### config.mk
export PLATFORM = sky130hd
export DESIGN_NAME = pl_ex_mc
export DESIGN_NICKNAME = d
export VERILOG_FILES = /design/src/rtl/pl_ex_pkg.sv /design/src/rtl/rns_modmul_step.sv /design/src/rtl/pl_ex_mc.sv
export SDC_FILE = /design/constraint.sdc
export NUM_CORES = 1
export LEC_CHECK = 0
export ABC_AREA = 1
export CAP_MARGIN = 20
export CORE_MARGIN = 2
export CORE_UTILIZATION = 48
export DETAILED_ROUTE_END_ITERATION = 7
export PLACE_DENSITY = 0.75
export RECOVER_POWER = 50
export SYNTH_ARGS = -nofsm -noshare
export SYNTH_HDL_FRONTEND = slang
export SYNTH_HIERARCHICAL = 1
export SYNTH_SLANG_ARGS = --single-unit
### constraint.sdc
create_clock -name clk -period 4.6 [get_ports clk]
set_clock_uncertainty 0.1 [all_clocks]
set_input_delay 0.46 -clock clk [delete_from_list [all_inputs] [get_ports clk]]
set_output_delay 0.46 -clock clk [all_outputs]
set_load 0.03 [all_outputs]
### src/rtl/pl_ex_pkg.sv
// Shared types and constants for the multi-cycle RNS execute stage.
package pl_ex_pkg;

    typedef enum logic [1:0] {
        IDLE = 2'd0,
        MUL  = 2'd1,
        HOLD = 2'd2
    } state_t;

    localparam int DEF_DOM_WID = 8;

    // Field order of branch_conds_EX counted from the MSB: {gt, lt, eq, carry, compare}
    localparam int BC_GT  = 0;
    localparam int BC_LT  = 1;
    localparam int BC_EQ  = 2;
    localparam int BC_CY  = 3;
    localparam int BC_CMP = 4;

    function automatic int bc_bit(input int idx);
        return 4 - idx;
    endfunction

endpackage

### src/rtl/rns_modmul_step.sv
// One MSB-first shift-add step of a modular multiply for a single residue domain.
module rns_modmul_step #(
    parameter int W = 8
) (
    input  logic [W-1:0] acc,
    input  logic         bit_in,
    input  logic [W-1:0] b,
    input  logic [W-1:0] m,
    output logic [W-1:0] acc_next
);

    logic [W:0] m_ext;
    logic [W:0] dbl;
    logic [W:0] dbl_r;
    logic [W:0] sum;

    // m == 0 selects plain 2^W wrap instead of a conditional subtract
    always_comb begin
        m_ext = {1'b0, m};
        dbl   = {acc, 1'b0};
        if (m == '0)
            dbl_r = {1'b0, dbl[W-1:0]};
        else if (dbl >= m_ext)
            dbl_r = dbl - m_ext;
        else
            dbl_r = dbl;

        sum = dbl_r + (bit_in ? {1'b0, b} : '0);
        if (m == '0)
            acc_next = sum[W-1:0];
        else if (sum >= m_ext)
            acc_next = W'(sum - m_ext);
        else
            acc_next = sum[W-1:0];
    end

endmodule

### src/rtl/pl_ex_mc.sv
// Multi-cycle EX stage: single-cycle ALU pass-through plus sequential per-domain
// modular multiply, with valid/ready on both sides and a synchronous flush.
module pl_ex_mc
    import pl_ex_pkg::*;
#(
    parameter int NUM_DOMAINS  = 1,
    parameter int DOM_WID      = DEF_DOM_WID,
    parameter logic [NUM_DOMAINS*DOM_WID-1:0] MODULI = (NUM_DOMAINS*DOM_WID)'(251),
    parameter int PROG_CTR_WID = 10
) (
    input  logic                            clk,
    input  logic                            reset,
    input  logic                            in_valid,
    output logic                            in_ready,
    input  logic                            flush,
    input  logic [NUM_DOMAINS*DOM_WID-1:0]  op1,
    input  logic [NUM_DOMAINS*DOM_WID-1:0]  op2,
    input  logic [NUM_DOMAINS*DOM_WID-1:0]  op3,
    input  logic [2:0]                      res_addr,
    input  logic [PROG_CTR_WID-1:0]         pred_nxt_prog_ctr,
    input  logic                            is_mul,
    input  logic                            store_true,
    input  logic                            load_true,
    input  logic                            ld_imm,
    input  logic                            write_to_regfile,
    input  logic                            compare_true,
    input  logic                            save_cout,
    input  logic [DOM_WID-1:0]              imm,
    input  logic [NUM_DOMAINS*DOM_WID-1:0]  alu_dout,
    input  logic                            alu_cout,
    input  logic                            alu_gt,
    input  logic                            alu_lt,
    input  logic                            alu_eq,
    output logic                            out_valid,
    input  logic                            out_ready,
    output logic [NUM_DOMAINS*DOM_WID-1:0]  operation_result,
    output logic [2:0]                      destination_reg_addr,
    output logic                            reg_wr_en,
    output logic                            store_to_mem,
    output logic                            load_true_EX,
    output logic [2*DOM_WID-1:0]            data_wr_addr,
    output logic [2*DOM_WID-1:0]            data_rd_addr,
    output logic [4:0]                      branch_conds_EX,
    output logic [PROG_CTR_WID-1:0]         pred_nxt_prog_ctr_EX,
    output logic                            busy
);

    localparam int TW = NUM_DOMAINS * DOM_WID;
    localparam int CW = (DOM_WID > 1) ? $clog2(DOM_WID) : 1;

    state_t                  state;
    logic [CW-1:0]           bit_cnt;
    logic [TW-1:0]           acc, acc_next;
    logic [TW-1:0]           c_op1, c_op2, c_op3;
    logic [DOM_WID-1:0]      c_imm;
    logic                    c_store, c_load, c_ldimm, c_wr;
    logic [2:0]              c_res_addr;
    logic [PROG_CTR_WID-1:0] c_pc;
    logic                    wr_q, st_q, ld_q;

    logic                    out_free, take, load_out, from_cap;
    logic                    s_store, s_load, s_ldimm, s_wr;
    logic [2:0]              s_res_addr;
    logic [PROG_CTR_WID-1:0] s_pc;
    logic [TW-1:0]           s_op1, s_op2, s_op3, mul_val, res_nxt;
    logic [DOM_WID-1:0]      s_imm;
    logic [2*DOM_WID-1:0]    addr_nxt;
    logic [4:0]              bc_nxt;

    assign out_free     = !out_valid || out_ready;
    assign in_ready     = !reset && (state == IDLE) && out_free;
    assign take         = in_valid && in_ready;
    assign busy         = (state != IDLE);
    assign reg_wr_en    = out_valid && wr_q;
    assign store_to_mem = out_valid && st_q;
    assign load_true_EX = out_valid && ld_q;

    for (genvar g = 0; g < NUM_DOMAINS; g++) begin : g_dom
        localparam int LO = (NUM_DOMAINS - 1 - g) * DOM_WID;
        logic [DOM_WID-1:0] a_dom;
        assign a_dom = c_op1[LO +: DOM_WID];
        rns_modmul_step #(.W(DOM_WID)) u_step (
            .acc      (acc[LO +: DOM_WID]),
            .bit_in   (a_dom[bit_cnt]),
            .b        (c_op2[LO +: DOM_WID]),
            .m        (MODULI[LO +: DOM_WID]),
            .acc_next (acc_next[LO +: DOM_WID])
        );
    end

    // Outside IDLE the output is always a completing multiply built from captured fields
    always_comb begin
        from_cap   = (state != IDLE);
        s_store    = from_cap ? c_store    : store_true;
        s_load     = from_cap ? c_load     : load_true;
        s_ldimm    = from_cap ? c_ldimm    : ld_imm;
        s_wr       = from_cap ? c_wr       : write_to_regfile;
        s_res_addr = from_cap ? c_res_addr : res_addr;
        s_pc       = from_cap ? c_pc       : pred_nxt_prog_ctr;
        s_op1      = from_cap ? c_op1      : op1;
        s_op2      = from_cap ? c_op2      : op2;
        s_op3      = from_cap ? c_op3      : op3;
        s_imm      = from_cap ? c_imm      : imm;
        mul_val    = (state == MUL) ? acc_next : acc;

        if (s_store)      res_nxt = s_op3;
        else if (s_ldimm) res_nxt = {NUM_DOMAINS{s_imm}};
        else if (from_cap) res_nxt = mul_val;
        else              res_nxt = alu_dout;

        addr_nxt = {s_op2[TW-1 -: DOM_WID], s_op1[TW-1 -: DOM_WID]};

        bc_nxt = '0;
        if (!from_cap) begin
            bc_nxt[bc_bit(BC_GT)]  = alu_gt;
            bc_nxt[bc_bit(BC_LT)]  = alu_lt;
            bc_nxt[bc_bit(BC_EQ)]  = alu_eq;
            bc_nxt[bc_bit(BC_CY)]  = save_cout && alu_cout;
            bc_nxt[bc_bit(BC_CMP)] = compare_true;
        end

        load_out = ((state == IDLE) && take && !is_mul)
                || ((state == MUL) && (bit_cnt == '0) && out_free)
                || ((state == HOLD) && out_free);
    end

    always_ff @(posedge clk or posedge reset) begin
        if (reset) begin
            state                <= IDLE;
            bit_cnt              <= '0;
            acc                  <= '0;
            c_op1                <= '0;
            c_op2                <= '0;
            c_op3                <= '0;
            c_imm                <= '0;
            c_store              <= 1'b0;
            c_load               <= 1'b0;
            c_ldimm              <= 1'b0;
            c_wr                 <= 1'b0;
            c_res_addr           <= '0;
            c_pc                 <= '0;
            out_valid            <= 1'b0;
            operation_result     <= '0;
            destination_reg_addr <= '0;
            wr_q                 <= 1'b0;
            st_q                 <= 1'b0;
            ld_q                 <= 1'b0;
            data_wr_addr         <= '0;
            data_rd_addr         <= '0;
            branch_conds_EX      <= '0;
            pred_nxt_prog_ctr_EX <= '0;
        end else if (flush) begin
            out_valid <= 1'b0;
            state     <= IDLE;
        end else begin
            if (load_out) begin
                out_valid            <= 1'b1;
                operation_result     <= res_nxt;
                destination_reg_addr <= s_res_addr;
                wr_q                 <= s_wr;
                st_q                 <= s_store;
                ld_q                 <= s_load;
                data_wr_addr         <= s_store ? addr_nxt : '0;
                data_rd_addr         <= s_load  ? addr_nxt : '0;
                branch_conds_EX      <= bc_nxt;
                pred_nxt_prog_ctr_EX <= s_pc;
            end else if (out_ready) begin
                out_valid <= 1'b0;
            end

            case (state)
                IDLE: if (take && is_mul) begin
                    c_op1      <= op1;
                    c_op2      <= op2;
                    c_op3      <= op3;
                    c_imm      <= imm;
                    c_store    <= store_true;
                    c_load     <= load_true;
                    c_ldimm    <= ld_imm;
                    c_wr       <= write_to_regfile;
                    c_res_addr <= res_addr;
                    c_pc       <= pred_nxt_prog_ctr;
                    acc        <= '0;
                    bit_cnt    <= CW'(DOM_WID - 1);
                    state      <= MUL;
                end
                MUL: begin
                    acc     <= acc_next;
                    bit_cnt <= bit_cnt - CW'(1);
                    if (bit_cnt == '0)
                        state <= out_free ? IDLE : HOLD;
                end
                HOLD: if (out_free) state <= IDLE;
                default: state <= IDLE;
            endcase
        end
    end

endmodule
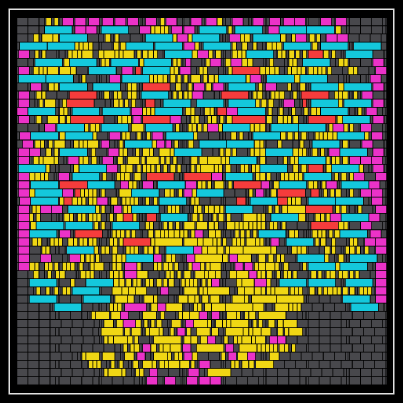
class_map.png
Scale: 3 px per µm. Fill, decap, tap and diode cells in grey.
| colour | class | cells | share of their area |
|---|---|---|---|
| red | clock drivers and dummy loads | 32 | 6.2% |
| magenta | remaining buffers and delay cells | 176 | 17% |
| cyan | sequential cells | 124 | 32% |
| yellow | remaining logic cells | 832 | 44% |
final core utilization: 65.51%
Seq area share: 31.39%
standard cell core area: 15,090 µm²
final standard cell area without fillers: 9886 µm²

==> metrics.log <==
[flow] final metrics
[metrics] run status: finished with violations
[metrics] violations in the final reports: capacitance limit, slew limit
[metrics] worst hold-check slack: 371.5 ps
[metrics] Final Routed Wirelength: 19,880 µm
[metrics] path length in cells of the critical path: 31
[metrics] detailed route wirelength on metal2: 9471 µm
[metrics] Critical Path AT: 4610 ps
[metrics] global routing usage on met3: 5.946%
[metrics] total overflow reported by the global router: 0
[metrics] fraction of the yosys area taken by sequential cells: 42.28%
[metrics] ant diodes: 0
[metrics] cell repeated most along the worst path: sky130_fd_sc_hd__nand2_1
[metrics] sum of met3 wire segment lengths after detailed routing: 1196 µm
[metrics] hold bufs inserted after CTS: 0
[metrics] instance tally after logic synthesis: 987
[metrics] TritonCTS clock tree: done
[metrics] Bufs on Longest Clock Path: 2
[metrics] compound-gate portion of the synthesized area: 11.92%
[metrics] source of the worst hold timing path: c_pc[9]
[metrics] number of slew-limit violations in the final report: 68
[metrics] Slowest cell on crit path: sky130_fd_sc_hd__fa_2
[metrics] main kind of combinational logic by area: simple AND/OR/NAND/NOR gates
[metrics] Seq. pwr: 0.00151 W
[metrics] fmax: 0.2291 GHz
[metrics] RSZ-0062 raised after global routing: yes
[metrics] critical path launch point: acc[6]
[metrics] largest vdd supply drop: 0.3609 mV
[metrics] global-route wire length before repair: 32,600 µm
[metrics] post-layout period usage: 94.88%
[metrics] area reported by Yosys stat: 7338 µm²
[metrics] chip area: 16,290 µm²
[metrics] 1st-iter DRT viols: 447
[metrics] layout overhead on the synthesized area: 34.71%
[metrics] floorplan-stage core utilization: 48.63%
[metrics] cell type taking the most area: multi-input combinational cells
[metrics] power in the clock group: 0.00133 W
[metrics] Port Buffer Count: 132
[metrics] final-layout setup total negative slack: 0 ps
[metrics] tally of non-filler cells in the final layout: 1,352
[metrics] Reg clk slew, reported paths: 60 ps
[metrics] total cell area at the placement stage: 8891 µm²
[metrics] portion of total power attributed to sequential cells: 25.9%
[metrics] global placement routability congestion: 0.9230
[metrics] Top pwr grp: combinational logic
[metrics] top area cells in the synthesized netlist: sky130_fd_sc_hd__dfrtp_1 (42%), sky130_fd_sc_hd__nand2_1 (20%), sky130_fd_sc_hd__ha_1 (4.6%)
[metrics] count of buffers not belonging to the clock network in the layout: 176
[metrics] worst slew slack as a fraction of its limit: -9.429%
[metrics] top-level I/O count: 133
[metrics] total power after layout: 0.005841 W
[metrics] number of enable flip-flop cells: 0
[metrics] FF-to-FF Start: acc[6]
[metrics] invs w/o clock: 88
[metrics] MUX share of area: 1.500%
[metrics] yosys cell count: 987
[metrics] Hold Path End: c_pc[9]
[metrics] endpoint required time on the critical path: 4850 ps
[metrics] relative area of clock buffers and inverters in the final design: 6.012%
[metrics] clock buffer count: 20
[metrics] Static Leak: 5.252 nW
[metrics] top cell family by delay on the critical path: simple AND/OR/NAND/NOR gates
[metrics] nature of the critical path endpoint: register
[metrics] post-synthesis xor/xnor area fraction: 1.790%
[metrics] average via count per standard cell: 5.135
[metrics] Total GRT Usage: 24.94%
[metrics] crit path setup slack, layout: 235.3 ps
[metrics] top cell type's share of synthesized area: 42.28%
[metrics] number of max-cap violations: 1
[metrics] Hold/Removal Path Class: reg -> reg
[metrics] worst-case setup slack after placement: -95.12 ps
[metrics] switching power: 0.002340 W
[metrics] number of antenna violations at the first check in global routing: 0
[metrics] routing layer with the top usage in global route: met2
[metrics] Reg2Reg Depth: 31
[metrics] Critical R2R Capture: operation_result[2]
[metrics] Gates resized, CTS repair: 6
[metrics] simple share: 28.66%
[metrics] GR Layer Usage met2: 40.64%
[metrics] commonest non-fill, non-tap cells in the layout: sky130_fd_sc_hd__nand2_1 (370), sky130_fd_sc_hd__dfrtp_1 (124), sky130_fd_sc_hd__inv_1 (78), sky130_fd_sc_hd__clkdlybuf4s50_1 (69), sky130_fd_sc_hd__o21ai_1 (65)
[metrics] P_int: 0.003501 W
[metrics] largest net degree at the start of global routing: 72
[metrics] top cells by instance count after synthesis: sky130_fd_sc_hd__nand2_1 (382), sky130_fd_sc_hd__dfrtp_1 (124), sky130_fd_sc_hd__inv_1 (83), sky130_fd_sc_hd__o21ai_1 (66), sky130_fd_sc_hd__nand3_1 (52)
[metrics] cts bufs inserted: 17
[metrics] Combinational Gates: 744
[metrics] Comb gate area: 3948 µm²
[metrics] Register Area: 3103 µm²
[metrics] DRC errors left: 0
[metrics] startpoint-to-endpoint class of the critical path: reg -> reg
[metrics] number of iterations in the first detailed-routing pass: 5
[metrics] worst hold path stage count: 2
[metrics] Post-layout nets: 1,250
[metrics] met1 usage: 33.14%
[metrics] CP max stage delay: 420 ps
[metrics] setup bufs post-CTS: 8
[metrics] warning total across the stage logs: 30
[metrics] number of flip-flops and latches: 124
[metrics] Die H: 127.6 µm
[metrics] number of antenna-violating nets in the routed design: 0
[metrics] Pwr per Cell Area: 590.8 nW/µm²
[metrics] layout cell share with drive strength beyond 1: 13.83%
[metrics] kind of start point of the critical path: register
[metrics] combinational fraction of the cell area: 39.93%
[metrics] Mapped Area: 7338 µm²
[metrics] Cell Count Post-Placement: 1,304
[metrics] Least-Margin Pin Slew: 1641 ps
[metrics] site row count: 45
[metrics] synthesized area per cell: 7.435 µm²
[metrics] top_reg_cell synth: sky130_fd_sc_hd__dfrtp_1
[metrics] met1 wire length: 8824 µm
[metrics] number of distinct library cells after synthesis: 41
[metrics] biggest area consumer among synthesized cells: sky130_fd_sc_hd__dfrtp_1
[metrics] DP HPWL: 13,930 µm
[metrics] net switching share of the total power: 40.06%
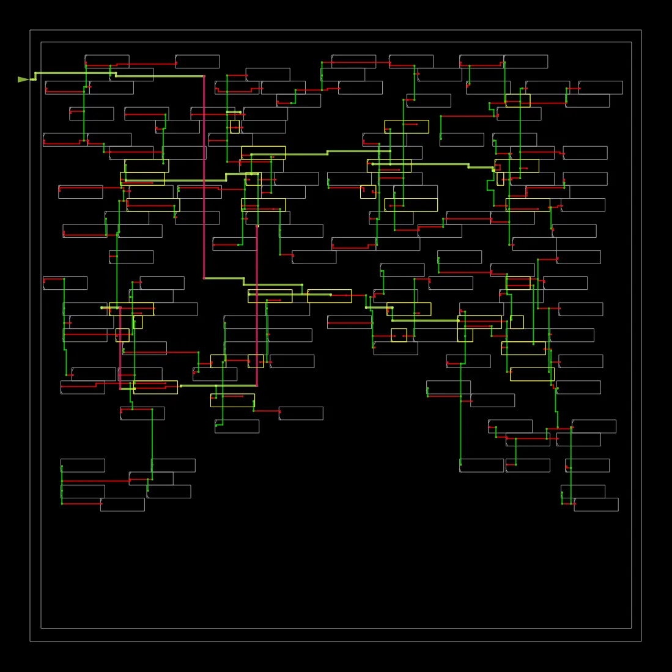
clock_nets.png
clock insertion delay at the later pin of the skew report: 410 ps
CTS sink count: 124

No activity file was given, so power comes from the tool's default toggle rates.
